Figure 1. Wires at chosen ports, followed through buffers.
Drawn at 6 px/um.
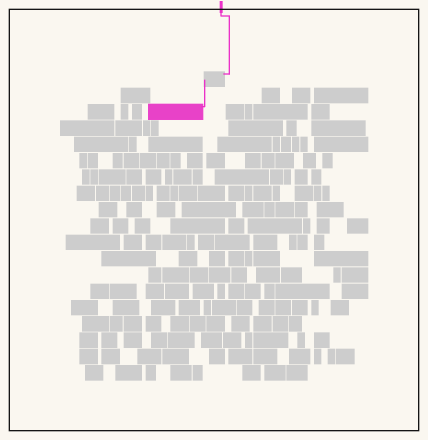
Figure 2. Cell density map.
Drawn at 4 px/um. The die is cut into 7 by 7 equal tiles; dark purple is low, yellow is high, 0 to 100% covered.
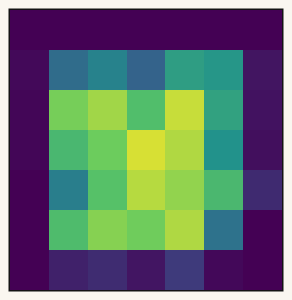
Figure 3. Gate families picked out.
Drawn at 6 px/um.
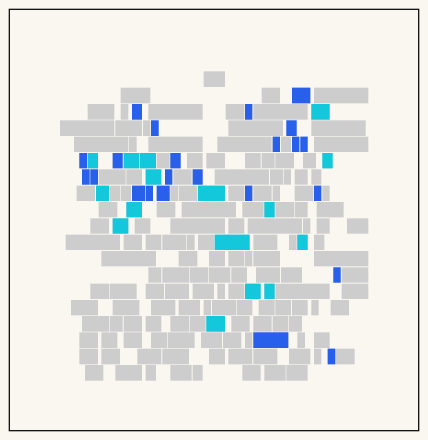
Figure 4. The clock network.
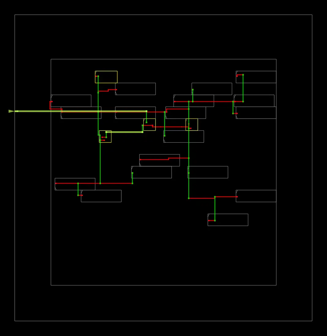
Figure 5. Sequential cells grouped by signal name.
Drawn at 6 px/um. Other sequential cells in the stronger grey, the rest of the logic in the fainter grey.
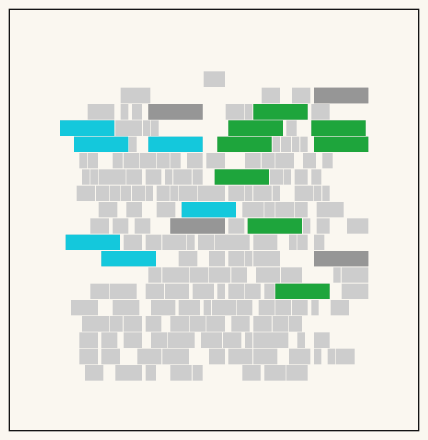
### src/rtl/pipeline_hazard_controller_if.sv
// Hazard-controller bundle: decode/execute/memory status in, pipeline control out.
// The pipeline drives the master side; the controller sits on the slave side.
interface pipeline_hazard_controller_if;
    logic [4:0] id_reg1;
    logic [4:0] id_reg2;
    logic       id_use1;
    logic       id_use2;
    logic [1:0] id_md_op;
    logic       id_reads_hilo;
    logic       ex_is_load;
    logic [4:0] ex_write_reg;
    logic       ex_branch_taken;
    logic       mem_req;
    logic       mem_ack;
    logic       stall_front;
    logic       stall_back;
    logic       idex_bubble;
    logic       ifid_flush;
    logic       md_start;
    logic       md_busy;
    logic       md_done;
    logic       mem_error;

    modport master (
        output id_reg1, id_reg2, id_use1, id_use2, id_md_op, id_reads_hilo,
               ex_is_load, ex_write_reg, ex_branch_taken, mem_req, mem_ack,
        input  stall_front, stall_back, idex_bubble, ifid_flush,
               md_start, md_busy, md_done, mem_error
    );

    modport slave (
        input  id_reg1, id_reg2, id_use1, id_use2, id_md_op, id_reads_hilo,
               ex_is_load, ex_write_reg, ex_branch_taken, mem_req, mem_ack,
        output stall_front, stall_back, idex_bubble, ifid_flush,
               md_start, md_busy, md_done, mem_error
    );
endinterface

### src/rtl/pipeline_hazard_controller.sv
// Stall/flush sequencer for the 5-stage MIPS pipeline: load-use, HI/LO-vs-mult/div,
// data-memory wait states and taken-branch squash; owns the mult/div counter and memory-wait FSM.
module pipeline_hazard_controller #(
    parameter int MULT_CYCLES = 4,
    parameter int DIV_CYCLES  = 32,
    parameter int CNT_W       = 6,
    parameter int MEM_TIMEOUT = 255
) (
    input  logic                         clk,
    input  logic                         rst,
    pipeline_hazard_controller_if.slave  bus
);

    localparam logic [0:0]       ST_RUN      = 1'b0;
    localparam logic [0:0]       ST_MEM_WAIT = 1'b1;
    localparam logic [7:0]       TIMEOUT_V   = 8'(MEM_TIMEOUT);
    localparam logic [CNT_W-1:0] MULT_LOAD   = CNT_W'(MULT_CYCLES);
    localparam logic [CNT_W-1:0] DIV_LOAD    = CNT_W'(DIV_CYCLES);
    localparam logic [CNT_W-1:0] CNT_ONE     = CNT_W'(1);

    logic [0:0]       state_q, state_d;
    logic [7:0]       wait_cnt_q, wait_cnt_d;
    logic             mem_error_q, mem_error_d;
    logic [CNT_W-1:0] md_cnt_q, md_cnt_d;
    logic             md_busy_q, md_busy_d;
    logic             md_done_q, md_done_d;

    logic load_hz, md_op_valid, md_hz, mem_wait, md_start_c;
    logic stall_front_c, stall_back_c, idex_bubble_c, ifid_flush_c;

    function automatic logic [7:0] sat_inc(input logic [7:0] v);
        return (v == TIMEOUT_V) ? v : v + 8'd1;
    endfunction

    always_comb begin
        load_hz = bus.ex_is_load && (bus.ex_write_reg != 5'd0) &&
                  ((bus.id_use1 && (bus.id_reg1 == bus.ex_write_reg)) ||
                   (bus.id_use2 && (bus.id_reg2 == bus.ex_write_reg)));
        md_op_valid = (bus.id_md_op == 2'b01) || (bus.id_md_op == 2'b10);
        md_hz       = md_busy_q && (bus.id_reads_hilo || md_op_valid);
        mem_wait    = (state_q == ST_RUN) ? (bus.mem_req && !bus.mem_ack) : !bus.mem_ack;
        md_start_c  = md_op_valid && !md_busy_q && !mem_wait &&
                      !bus.ex_branch_taken && !load_hz;
    end

    // A held EX stage re-presents its branch, so memory wait outranks the squash.
    always_comb begin
        stall_front_c = 1'b0;
        stall_back_c  = 1'b0;
        idex_bubble_c = 1'b0;
        ifid_flush_c  = 1'b0;
        if (mem_wait) begin
            stall_front_c = 1'b1;
            stall_back_c  = 1'b1;
        end else if (bus.ex_branch_taken) begin
            ifid_flush_c  = 1'b1;
            idex_bubble_c = 1'b1;
        end else if (load_hz || md_hz) begin
            stall_front_c = 1'b1;
            idex_bubble_c = 1'b1;
        end
    end

    always_comb begin
        state_d = state_q;
        case (state_q)
            ST_RUN:      if (bus.mem_req && !bus.mem_ack) state_d = ST_MEM_WAIT;
            ST_MEM_WAIT: if (bus.mem_ack) state_d = ST_RUN;
            default:     state_d = ST_RUN;
        endcase

        wait_cnt_d  = (state_q == ST_MEM_WAIT) ? sat_inc(wait_cnt_q) : 8'd0;
        mem_error_d = mem_error_q ||
                      ((state_q == ST_MEM_WAIT) && (wait_cnt_q == TIMEOUT_V));

        // The counter runs free of stalls so the unit's latency stays fixed.
        md_cnt_d = md_cnt_q;
        if (md_start_c) begin
            md_cnt_d = (bus.id_md_op == 2'b01) ? MULT_LOAD : DIV_LOAD;
        end else if (md_cnt_q != '0) begin
            md_cnt_d = md_cnt_q - CNT_ONE;
        end
        md_busy_d = (md_cnt_d != '0);
        md_done_d = (md_cnt_q == CNT_ONE) && !md_start_c;
    end

    always_ff @(posedge clk or posedge rst) begin
        if (rst) begin
            state_q     <= ST_RUN;
            wait_cnt_q  <= 8'd0;
            mem_error_q <= 1'b0;
            md_cnt_q    <= '0;
            md_busy_q   <= 1'b0;
            md_done_q   <= 1'b0;
        end else begin
            state_q     <= state_d;
            wait_cnt_q  <= wait_cnt_d;
            mem_error_q <= mem_error_d;
            md_cnt_q    <= md_cnt_d;
            md_busy_q   <= md_busy_d;
            md_done_q   <= md_done_d;
        end
    end

    assign bus.stall_front = stall_front_c && !rst;
    assign bus.stall_back  = stall_back_c  && !rst;
    assign bus.idex_bubble = idex_bubble_c && !rst;
    assign bus.ifid_flush  = ifid_flush_c  && !rst;
    assign bus.md_start    = md_start_c    && !rst;
    assign bus.md_busy     = md_busy_q;
    assign bus.md_done     = md_done_q;
    assign bus.mem_error   = mem_error_q;

endmodule

### src/flat_wrapper.sv
// flat-port wrapper written by rule: the top's interface ports become plain ports
module pipeline_hazard_controller_flat 
#(
    parameter int MULT_CYCLES = 4,
    parameter int DIV_CYCLES  = 32,
    parameter int CNT_W       = 6,
    parameter int MEM_TIMEOUT = 255
)
  (clk, rst, bus_id_reg1, bus_id_reg2, bus_id_use1, bus_id_use2, bus_id_md_op, bus_id_reads_hilo, bus_ex_is_load, bus_ex_write_reg, bus_ex_branch_taken, bus_mem_req, bus_mem_ack, bus_stall_front, bus_stall_back, bus_idex_bubble, bus_ifid_flush, bus_md_start, bus_md_busy, bus_md_done, bus_mem_error);
  pipeline_hazard_controller_if bus_i ();
  input  logic clk;
  input  logic rst;
  input wire logic [$bits(bus_i.id_reg1)-1:0] bus_id_reg1;
  input wire logic [$bits(bus_i.id_reg2)-1:0] bus_id_reg2;
  input wire logic [$bits(bus_i.id_use1)-1:0] bus_id_use1;
  input wire logic [$bits(bus_i.id_use2)-1:0] bus_id_use2;
  input wire logic [$bits(bus_i.id_md_op)-1:0] bus_id_md_op;
  input wire logic [$bits(bus_i.id_reads_hilo)-1:0] bus_id_reads_hilo;
  input wire logic [$bits(bus_i.ex_is_load)-1:0] bus_ex_is_load;
  input wire logic [$bits(bus_i.ex_write_reg)-1:0] bus_ex_write_reg;
  input wire logic [$bits(bus_i.ex_branch_taken)-1:0] bus_ex_branch_taken;
  input wire logic [$bits(bus_i.mem_req)-1:0] bus_mem_req;
  input wire logic [$bits(bus_i.mem_ack)-1:0] bus_mem_ack;
  output wire logic [$bits(bus_i.stall_front)-1:0] bus_stall_front;
  output wire logic [$bits(bus_i.stall_back)-1:0] bus_stall_back;
  output wire logic [$bits(bus_i.idex_bubble)-1:0] bus_idex_bubble;
  output wire logic [$bits(bus_i.ifid_flush)-1:0] bus_ifid_flush;
  output wire logic [$bits(bus_i.md_start)-1:0] bus_md_start;
  output wire logic [$bits(bus_i.md_busy)-1:0] bus_md_busy;
  output wire logic [$bits(bus_i.md_done)-1:0] bus_md_done;
  output wire logic [$bits(bus_i.mem_error)-1:0] bus_mem_error;
  assign bus_i.id_reg1 = bus_id_reg1;
  assign bus_i.id_reg2 = bus_id_reg2;
  assign bus_i.id_use1 = bus_id_use1;
  assign bus_i.id_use2 = bus_id_use2;
  assign bus_i.id_md_op = bus_id_md_op;
  assign bus_i.id_reads_hilo = bus_id_reads_hilo;
  assign bus_i.ex_is_load = bus_ex_is_load;
  assign bus_i.ex_write_reg = bus_ex_write_reg;
  assign bus_i.ex_branch_taken = bus_ex_branch_taken;
  assign bus_i.mem_req = bus_mem_req;
  assign bus_i.mem_ack = bus_mem_ack;
  assign bus_stall_front = bus_i.stall_front;
  assign bus_stall_back = bus_i.stall_back;
  assign bus_idex_bubble = bus_i.idex_bubble;
  assign bus_ifid_flush = bus_i.ifid_flush;
  assign bus_md_start = bus_i.md_start;
  assign bus_md_busy = bus_i.md_busy;
  assign bus_md_done = bus_i.md_done;
  assign bus_mem_error = bus_i.mem_error;
  pipeline_hazard_controller #(.MULT_CYCLES(MULT_CYCLES), .DIV_CYCLES(DIV_CYCLES), .CNT_W(CNT_W), .MEM_TIMEOUT(MEM_TIMEOUT)) u_core (.clk(clk), .rst(rst), .bus(bus_i));
endmodule
### config.mk
export PLATFORM = sky130hd
export DESIGN_NAME = pipeline_hazard_controller_flat
export DESIGN_NICKNAME = d
export VERILOG_FILES = /design/src/rtl/pipeline_hazard_controller_if.sv /design/src/rtl/pipeline_hazard_controller.sv /design/src/flat_wrapper.sv
export SDC_FILE = /design/constraint.sdc
export NUM_CORES = 1
export LEC_CHECK = 0
export CORE_AREA = 8 8 60 62
export CTS_CLUSTER_SIZE = 20
export DETAILED_ROUTE_END_ITERATION = 8
export DIE_AREA = 0 0 68 70
export PLACE_DENSITY = 0.74
export SLEW_MARGIN = 20
export SYNTH_ARGS = -nofsm -noshare
export SYNTH_HDL_FRONTEND = slang
export SYNTH_SLANG_ARGS = --single-unit
### constraint.sdc
create_clock -name clk -period 2.7 [get_ports clk]
set_clock_uncertainty 0.2 [all_clocks]
set_input_delay 0.54 -clock clk [delete_from_list [all_inputs] [get_ports clk]]
set_output_delay 0.54 -clock clk [all_outputs]
set_load 0.02 [all_outputs]
==> impl_metrics.py <==
# Generated from Yosys and OpenROAD reports
metrics = {
    "sta": {
        "layout_setup_ws_ns": -0.04148,
        "min_period_ns": 2.741,
        "final-max-slew-violation-count": 0,
        "setup_viol": 2,
    },
    "clock_tree": {
        "clkSlewWorstSetupHoldPaths_ns": 0.11,
        "hold_buffers": 0,
        "clkLatencyLatePin_ns": 0.29,
        "cts_max_path_buffers": 2,
    },
    "final_layout": {
        "signal_buffers": 54,
        "final_cell_mix": "19 x buf_4, 18 x dfrtp_1, 14 x xnor2_1, 14 x nor2_1",
        "comb_share": 0.3885,
        "flops": 18,
        "area_growth_pct": 54.01,
        "inverters": 10,
        "layout-drive-gt1-share": 0.2253,
        "nNetsFinal": 214,
        "dominant-cell-class": "multi-input combinational cells",
        "n_fill_cell": 205,
    },
    "routing": {
        "drc": 0,
        "drt_iter0_markers": 60,
        "via_per_inst": 5.427,
        "ant_nets": 0,
        "wl_per_cell_um": 15.76,
    },
    "yosys": {
        "yosys_warnings": 0,
        "synthFlopType": "dfrtp_1",
        "synth_flops": 18,
        "netlist_top_cells_count": "18 x dfrtp_1, 14 x nor2_1, 14 x xnor2_1",
        "netlist.area_leader.share": 0.3952,
    },
    "status": {
        "violations": "setup timing",
        "status": "finished, violations left",
    },
    "worst_hold_path": {
        "worstHoldPathCells": 1,
        "hold_path.startpoint": "u_core.bus.mem_error$_DFF_PP0_",
    },
    "power_and_ir_drop": {
        "swShare": 0.3759,
        "cellInternalPower_mw": 0.6278,
        "clock_power_share": 0.167,
    },
    "critical_path": {
        "r2r_end": "u_core.md_cnt_q[5]$_DFF_PP0_",
        "crit_required_ns": 1.96,
        "cp_common_cell": "buf_6",
        "endpoint": "bus_idex_bubble",
        "path_cells": "buf_6 -> or4_4 -> o21ai_2 -> inv_1 -> and2_4 -> o311a_1 -> buf_6",
        "arrival_ns": 2.00,
        "path_depth": 7,
        "cp-end-kind": "output port",
    },
    "floorplanning": {
        "chipArea_um2": 4760,
        "core.rowCount": 19,
        "num_tap_cells": 31,
    },
    "global_routing": {
        "grt_overflow": 0,
        "grt_max_degree": 19,
    },
    "placement": {
        "hpwlAfterDp_mm": 2.565,
    },
}
About Figure 1:
legend:
  magenta:
    port: bus_md_done
    direction: output
    edge: top
    end_cells: 1
    wire: 17.6 um
PortBufs: 33
IO Count: 34

About Figure 2:
nearly empty tiles: 29%
densest ninth of the die: centre
emptiest ninth of the die: upper left
fullest tile: 94%
tiles over 75% full: 22%
fin util: 0.6593
core region area: 2663 um2
Init Core Util: 0.4281

About Figure 3:
legend:
  blue:
    family: NOR gates
    cells: 23
  cyan:
    family: inverting AOI/OAI gates
    cells: 16

About Figure 4:
CTS Buf Count: 3
Layout clock buffers: 4
P_clk: 0.168 mW
Sink Count: 18

About Figure 5:
legend:
  green:
    netlist_name: u_core.wait_cnt_q
    sequential_cells: 8
  cyan:
    netlist_name: u_core.md_cnt_q
    sequential_cells: 6
register area: 450.4 um2
sequential cell area share: 0.2566
Seq group: 0.403 mW

[metrics by stage]
stage	setup TNS (ns)	instances
finish	-0.04181	213
global route	-0.1585	213
CTS	-0.04809	213
detailed placement	-2.617	201
global placement	-2.443	201
floorplan	0	125
[what timing repair did]
item,4_1_cts,5_1_grt
endpoints found under the setup margin,5,12
buffers inserted,8,0
pin swaps,6,16
gates resized,42,20
[worst reg2reg max path, delay by kind of cell (launching register included)]
kind | cells | cell delay (ns)
flops | 1 | 0.43
simple gates | 3 | 0.78
buf+inv | 2 | 0.20
compound gates | 2 | 0.41
[per-layer routing]
layer | up-vias | global-route usage | wire [um]
met1 | 547 | 0.1481 | 1204
met3 | 16 | 0.04147 | 146
met2 | 36 | 0.2547 | 1832
met4 | 0 | 0.05923 | 174
met5 | - | 0 | 0
li1 | 557 | - | -
Power and IR drop assume default switching activity.
